## src/rtl/uart_rx_cfg.sv

```systemverilog
// Configurable UART receiver (DATA_BITS, parity, stop bits) with a 2-flop input synchroniser and start-glitch rejection.
// Latency: falling start edge to dataValid = ~3 + (CLKS_PER_BIT-1)/2 + CLKS_PER_BIT*(frame bits after start) cycles; no backpressure.
module uart_rx_cfg #(
  parameter int CLKS_PER_BIT = 1042,
  parameter int DATA_BITS    = 8,
  parameter int PARITY_MODE  = 0,
  parameter int STOP_BITS    = 1
) (
  input  logic                 clk,
  input  logic                 rst,
  input  logic                 serialStream,
  output logic                 dataValid,
  output logic [DATA_BITS-1:0] Bite,
  output logic                 parityError,
  output logic                 frameError,
  output logic                 active
);

  typedef enum logic [2:0] {IDLE, START, DATA, PARITY, STOP, WAIT_HIGH} state_t;

  localparam int CNT_W = $clog2(CLKS_PER_BIT);
  localparam int IDX_W = $clog2(DATA_BITS + 1);
  localparam logic [CNT_W-1:0] CNT_MID       = CNT_W'((CLKS_PER_BIT - 1) / 2);
  localparam logic [CNT_W-1:0] CNT_LAST      = CNT_W'(CLKS_PER_BIT - 1);
  localparam logic [IDX_W-1:0] IDX_DATA_LAST = IDX_W'(DATA_BITS - 1);
  localparam logic [IDX_W-1:0] IDX_STOP_LAST = IDX_W'(STOP_BITS - 1);
  localparam logic             PAR_EN        = (PARITY_MODE == 1) || (PARITY_MODE == 2);
  localparam logic             PAR_ODD       = (PARITY_MODE == 1);

  logic [1:0]           sync_q, sync_d;
  state_t               state_q, state_d;
  logic [CNT_W-1:0]     cnt_q, cnt_d;
  logic [IDX_W-1:0]     idx_q, idx_d;
  logic [DATA_BITS-1:0] shift_q, shift_d;
  logic                 par_err_q, par_err_d;
  logic                 fr_err_q, fr_err_d;
  logic                 dv_q, dv_d;
  logic [DATA_BITS-1:0] bite_q, bite_d;
  logic                 perr_q, perr_d;
  logic                 ferr_q, ferr_d;
  logic                 active_q, active_d;
  logic                 rx_s;
  logic                 ferr_now;

  assign rx_s = sync_q[1];

  always_comb begin
    sync_d    = {sync_q[0], serialStream};
    state_d   = state_q;
    cnt_d     = cnt_q;
    idx_d     = idx_q;
    shift_d   = shift_q;
    par_err_d = par_err_q;
    fr_err_d  = fr_err_q;
    dv_d      = 1'b0;
    bite_d    = bite_q;
    perr_d    = perr_q;
    ferr_d    = ferr_q;
    ferr_now  = fr_err_q | ~rx_s;

    case (state_q)
      IDLE: begin
        if (!rx_s) begin
          state_d = START;
          cnt_d   = '0;
        end
      end
      START: begin
        if (cnt_q == CNT_MID) begin
          cnt_d     = '0;
          idx_d     = '0;
          par_err_d = 1'b0;
          fr_err_d  = 1'b0;
          state_d   = rx_s ? IDLE : DATA;
        end else begin
          cnt_d = cnt_q + CNT_W'(1);
        end
      end
      DATA: begin
        if (cnt_q == CNT_LAST) begin
          cnt_d   = '0;
          // LSB arrives first, so shifting in from the top leaves it at bit 0.
          shift_d = {rx_s, shift_q[DATA_BITS-1:1]};
          if (idx_q == IDX_DATA_LAST) begin
            idx_d   = '0;
            state_d = PAR_EN ? PARITY : STOP;
          end else begin
            idx_d = idx_q + IDX_W'(1);
          end
        end else begin
          cnt_d = cnt_q + CNT_W'(1);
        end
      end
      PARITY: begin
        if (cnt_q == CNT_LAST) begin
          cnt_d     = '0;
          par_err_d = (^shift_q) ^ rx_s ^ PAR_ODD;
          state_d   = STOP;
        end else begin
          cnt_d = cnt_q + CNT_W'(1);
        end
      end
      STOP: begin
        if (cnt_q == CNT_LAST) begin
          cnt_d    = '0;
          fr_err_d = ferr_now;
          if (idx_q == IDX_STOP_LAST) begin
            idx_d   = '0;
            dv_d    = 1'b1;
            bite_d  = shift_q;
            perr_d  = par_err_q & PAR_EN;
            ferr_d  = ferr_now;
            // A low final stop means break/held-low line: wait for idle before re-arming.
            state_d = rx_s ? IDLE : WAIT_HIGH;
          end else begin
            idx_d = idx_q + IDX_W'(1);
          end
        end else begin
          cnt_d = cnt_q + CNT_W'(1);
        end
      end
      WAIT_HIGH: begin
        if (rx_s) state_d = IDLE;
      end
      default: state_d = IDLE;
    endcase

    active_d = (state_d != IDLE);
  end

  always_ff @(posedge clk) begin
    if (rst) begin
      sync_q    <= 2'b11;
      state_q   <= IDLE;
      cnt_q     <= '0;
      idx_q     <= '0;
      shift_q   <= '0;
      par_err_q <= 1'b0;
      fr_err_q  <= 1'b0;
      dv_q      <= 1'b0;
      bite_q    <= '0;
      perr_q    <= 1'b0;
      ferr_q    <= 1'b0;
      active_q  <= 1'b0;
    end else begin
      sync_q    <= sync_d;
      state_q   <= state_d;
      cnt_q     <= cnt_d;
      idx_q     <= idx_d;
      shift_q   <= shift_d;
      par_err_q <= par_err_d;
      fr_err_q  <= fr_err_d;
      dv_q      <= dv_d;
      bite_q    <= bite_d;
      perr_q    <= perr_d;
      ferr_q    <= ferr_d;
      active_q  <= active_d;
    end
  end

  assign dataValid   = dv_q;
  assign Bite        = bite_q;
  assign parityError = perr_q;
  assign frameError  = ferr_q;
  assign active      = active_q;

endmodule

```

## config.mk

```make
export PLATFORM = sky130hd
export DESIGN_NAME = uart_rx_cfg
export DESIGN_NICKNAME = d
export VERILOG_FILES = /design/src/rtl/uart_rx_cfg.sv
export SDC_FILE = /design/constraint.sdc
export NUM_CORES = 1
export LEC_CHECK = 0
export CAP_MARGIN = 25
export CORE_MARGIN = 2
export CORE_UTILIZATION = 45
export CTS_CLUSTER_DIAMETER = 150
export DETAILED_ROUTE_END_ITERATION = 10
export PLACE_DENSITY = 0.72
export SLEW_MARGIN = 20
export SYNTH_ARGS = -nofsm -noshare
export SYNTH_HDL_FRONTEND = slang
export SYNTH_SLANG_ARGS = --single-unit
```

## constraint.sdc

```tcl
create_clock -name clk -period 6.55 [get_ports clk]
set_input_delay 0.9825 -clock clk [delete_from_list [all_inputs] [get_ports clk]]
set_output_delay 0.9825 -clock clk [all_outputs]
set_load 0.03 [all_outputs]
```

### Close-up of the layout, run 1

Bar = 10 µm. Window x 23 to 48, y 9 to 34 µm. Cells in gray, sequential cells in the stronger gray; small squares are vias.
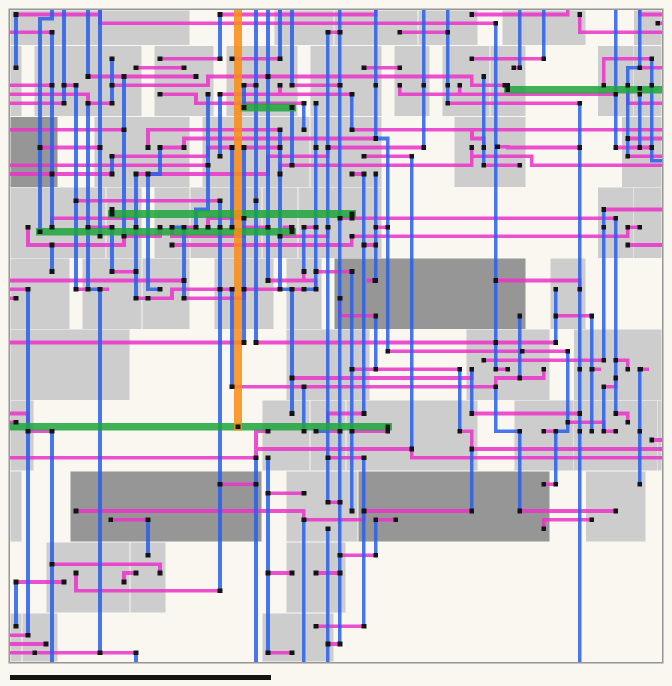
Key: metal 2 = blue; metal 3 = green; metal 1 = magenta; metal 4 = orange
Sequential cells in the window: 3. Netlist names of flops here include state_q (2), cnt_q (1). 45 logic cells have their middle in the window. Most frequent: nor2_1 (7), nand2_1 (4).

### Clock wires, drivers and flops, run 1

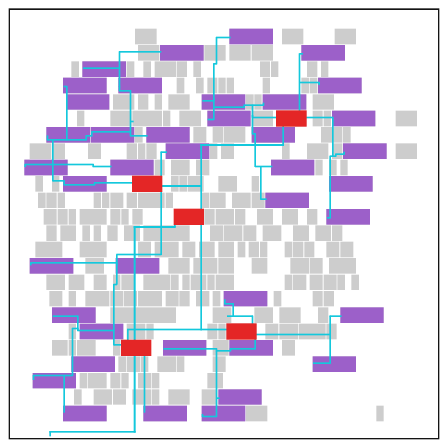
Key: clock drivers = red [count 5]; clock wires = cyan [length 512 µm]; flip-flops = purple [count 40]
There are 6 routed clock nets.

### Selected gate families, run 1

Bar = 20 µm.
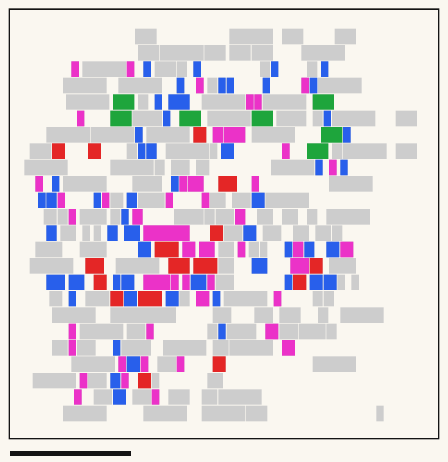
Key: nor cells = magenta [cells 47]; and/or cells = red [cells 16]; mux cells = green [cells 7]; nand cells = blue [cells 54]
post-route non-filler standard cell count: 304
fraction of area in multi-input gates: 49.7%
most frequent logic cell in the layout: dfxtp_1

==> results.txt, run 1 <==
Status of the implementation.

- The most used routing layer in global routing is met2, for reference.
- The share of total power in combinational logic is roughly 3.8%, for reference.
- The number of flops mapped to enable cells by yosys is 0, for reference.
- The number of global-route vias before repair is 1539, for reference.
- The peak per-stage delay on the critical path is 600 ps, for reference.
- The number of antenna violations at the first check in global routing is 0.
- The flow ran to the end, and the final reports show no timing, DRC or antenna violations.
- The post-synthesis net count is 250, for reference.
- In the global route stage, met3 resource usage came out at 4.27%.
- The number of cells upsized or downsized after cts is 0, for reference.
- The class of the most critical setup path is reg2reg, for reference.
- The type of element capturing the critical path is a register, for reference.
- The script logs the mean routed wire length per placed instance as roughly 13 µm.
- Endpoints failing hold in the final report were tallied at 0.
- The required time of the worst setup path is 6780 ps, for reference.
- The worst-case vdd ir drop is 0.133 mV, for reference.
- For the sequential group, total power comes out at between 0.0002 and 0.00025 W.
- The fraction of layout cells with a size suffix above 1 is between 8 and 9%, for reference.
- The antenna cell count is 0, for reference.
- The post-CTS setup buffer count is 0, for reference.
- The average instance in the mapped netlist occupies ~8.4 µm².
- The final worst clock skew is approximately 8.9 ps, for reference.
- The leakage dissipation is 0.831 nW, for reference.
- In the final layout, flip-flops and latches occupy 801 µm².
- Sorting the synthesized cells by area gives the leading types as dfxtp_1 40%, nor2_1 5.9%, nand2_1 5.4%.
- The tool warning count for the run is 29.
- The highest routing layer actually used is met4, for reference.
- The half-perimeter wire length of the detailed placement result is 2810 µm, for reference.
- The remaining global-route overflow is 0, for reference.
- The floorplan report gives the top-level pin count as 15.
- The standard cell with the maximum stage delay on the critical path is or4_4, for reference.
- According to the tapcell log, the count of inserted taps is 52.
- The number of clock buffers inserted by TritonCTS is 5, for reference.
- The period utilization is 35.6%, for reference.
- The end of the worst register-to-register path is Bite[7], for reference.
- For this run, the post-layout net count is 259.
- The count of buffers added on input and output ports is 13.
- The clock latency on the worst-skew pair is 300 ps, for reference.
- The dominant register cell in the synthesized netlist is dfxtp_1, for reference.
- For the worst setup path, the data arrival time is 2560 ps.
- According to the cell report, flip-flops and latches in the layout number 40.
- Post-synthesis, Yosys gives the total cell area as 2020 µm².
- For the pin with the worst max-slew slack, the measured transition is between 600 and 700 ps.
- The dominant kind of cell by area is multi-input combinational cells, for reference.
[run 1: flip-flops by register name, summed over array words and instances, names as in the netlist]
name and count:
cnt_q 11, Bite 8, shift_q 8, idx_q 4
state_q 3, sync_q 2, active 1, dataValid 1
fr_err_q 1, frameError 1
[run 1: stage by stage]
step	hold slack (ps)	worst slack (ps)	power (W)	cell area [µm²]
floorplan	389	4490	0.000266	2020
global placement	392	4300	0.000271	2170
detailed placement	398	4250	0.000272	2170
CTS	417	4210	0.000485	2290
global route	449	4090	0.000498	2290
finish	413	4220	0.000480	2290
[run 1: cells by family after synthesis]
family | synth area share [%]
AND-OR/OR-AND | 15.2
XOR/XNOR | 3.03
buffers and inverters | 4.21
adder cells (fa/ha/maj) | 3.09
flip-flops | 39.6
multiplexers | 3.47
other | 0.185
AND/OR/NAND/NOR | 31.2
### Wire density map, run 1

The die is cut into 14 by 14 equal tiles; black is low, pale yellow is high, scaled to the fullest tile. Values are wire area over tile area, all layers added.
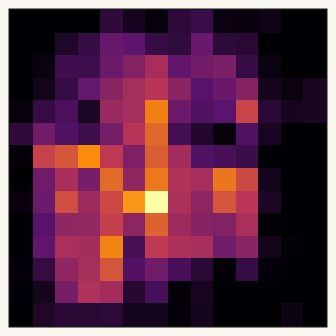

## Run 2: what changed since run 1
==> constraint.sdc (replaced) <==
create_clock -name clk -period 2.2 [get_ports clk]
set_input_delay 0.33 -clock clk [delete_from_list [all_inputs] [get_ports clk]]
set_output_delay 0.33 -clock clk [all_outputs]
set_load 0.03 [all_outputs]
### Wire density map, run 2

The die is cut into 14 by 14 equal tiles; black is low, pale yellow is high, scaled to the fullest tile. Values are wire area over tile area, all layers added.
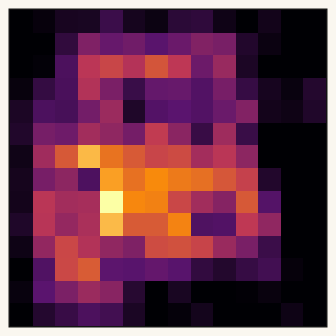
The fullest tile reaches 0.51. The densest ninth of the die: middle. 22% of the tiles are nearly empty.
via count: 1703
WL final: 4120 µm
Global Route Usage Sum: 17.2%
post-detailed-route wirelength per cell: 13.3 µm

==> run 2 against run 1 <==
  * Register-to-register slack worse by 4100 ps
  * Via count is 0.18% higher
  * Clock skew is 2.3 ps lower
  * Critical endpoint is now active
  * Wire length is 1.4% higher
==> results.txt, run 2 <==
Status of the implementation.

- Result of the run: completed (unchanged).
- The pre-CTS setup slack came to 132 ps (was 4250 ps).
- The highest routing layer actually used is met4 (unchanged).
- The number of flops mapped to enable cells by yosys came to 0 (unchanged).
- The power consumed by sequential cells is 0.000733 W (was 0.000248 W).
- The yosys stat chip area was 2020 µm² (unchanged).
- Most numerous cell types in the synthesized netlist: 40 x dfxtp_1, 32 x nor2_1, 29 x nand2_1, 17 x a21oi_1, 8 x clkbuf_1 (unchanged).
- The number of antenna violations at the first check in global routing is 0 (unchanged), for reference.
- The port buffer count is 13 (unchanged), for reference.
- The worst-case vdd ir drop is 0.367 mV (was 0.133 mV), for reference.
- The number of setup violations in the final report is 0 (unchanged), for reference.
- The synthesis warning total is 0 (unchanged), for reference.
- The fraction of layout cells with a size suffix above 1 came to 11.6% (was 8.73%).
- The net switching component of the power came to 0.000302 W (was 0.000105 W).
- The remaining global-route overflow was 0 (unchanged).
- The overall chip area is 5050 µm² (unchanged), for reference.
- The leakage dissipation is 0.866 nW (was 0.831 nW), for reference.
- The global-route met3 utilization was 4.27% (unchanged).
- The dominant register cell in the synthesized netlist is dfxtp_1 (unchanged).
- The post-CTS setup buffer count is 0 (unchanged), for reference.
- The average cell area after synthesis is 8.36 µm² (unchanged), for reference.
- The final worst clock skew came to 6.52 ps (was 8.85 ps).
- The register bank with the most flops was cnt_q (unchanged).
- The instance area at placement is 2220 µm² (was 2170 µm²), for reference.
- The final design instance area without fill is 2350 µm² (was 2290 µm²), for reference.
- The detailed route wirelength on metal3 is 141 µm (was 143 µm).
- The type of element capturing the critical path is a register (unchanged), for reference.
- The number of clock buffers inserted by TritonCTS is 5 (unchanged), for reference.
- The number of hold violations in the final report was 0 (unchanged).
- The number of standard cells in the final layout excluding fillers is 311 (was 304), for reference.
- The worst hold-check slack is 419 ps (was 413 ps).
- The number of cells upsized or downsized after cts is 0 (unchanged).
- The fmax is 480 MHz (was 429 MHz), for reference.
- The count of pins on the block boundary is 15 (unchanged).
- The dominant logic cell type in the layout is dfxtp_1 (unchanged), for reference.
- The most repeated cell in the gate-level netlist after synthesis is dfxtp_1 (unchanged).
- The standard cell with the maximum stage delay on the critical path is or4_4 (unchanged), for reference.
- The most used routing layer in global routing is met2 (unchanged), for reference.
- The peak per-stage delay on the critical path was 580 ps (was 600 ps).
- The total power is 0.00142 W (was 0.000480 W), for reference.
- Ranking of synthesized cells by area: dfxtp_1 40%, nor2_1 5.9%, nand2_1 5.4% (unchanged).
- The half-perimeter wire length of the detailed placement result is 2970 µm (was 2810 µm).
- The required time of the worst setup path is 2390 ps (was 6780 ps), for reference.
- The count of tool warnings came to 29 (unchanged).
- The antenna cell count is 0 (unchanged), for reference.
- The period utilization is 94.7% (was 35.6%), for reference.
- The arrival time at the worst endpoint came to 2270 ps (was 2560 ps).
- The cell at the root of the clock tree is clkbuf_8 (unchanged), for reference.
- The post-synthesis net count is 250 (unchanged), for reference.
- The remaining design rule violation count came to 0 (unchanged).
- The class of the most critical setup path was reg2reg (unchanged).
- The final setup slack of the worst path is 117 ps (was 4220 ps), for reference.
- The clock latency on the worst-skew pair is 290 ps (was 300 ps), for reference.
- The number of flip-flops under the largest register name came to 11 (unchanged).
- The dominant cell type by area after synthesis is dfxtp_1 (unchanged), for reference.
- The number of global-route vias before repair was 1502 (was 1539).
- The sequential fraction of the synthesis area is 39.6% (unchanged), for reference.
## run 2: cell families after synthesis
family	synth area share, %
fa+ha+maj	3.09
simple gates	31.2
xor+xnor	3.03
compound gates	15.2
flops	39.6
mux	3.47
other cells	0.185
buf+inv	4.21
## run 2: path summary, 6_finish.rpt
check	from	end	slack, ps	cells after the start
setup reg to reg	cnt_q[6]	active	120	6
setup / recovery	cnt_q[6]	active	120	6
hold reg to reg	sync_q[0]	sync_q[1]	420	1
hold / removal	sync_q[0]	sync_q[1]	420	1
## run 2: final cells by class
type	count	area [µm²]
Inverter	7	26.3
Fill cell	404	2000
Clock inverter	2	38.8
Sequential cell	40	801
Timing Repair Buffer	21	190
Tap cell	52	65.1
Multi-Input combinational cell	183	1150
Clock buffer	6	82.6
Power figures rest on the tool's default switching activity, not on a simulated workload.
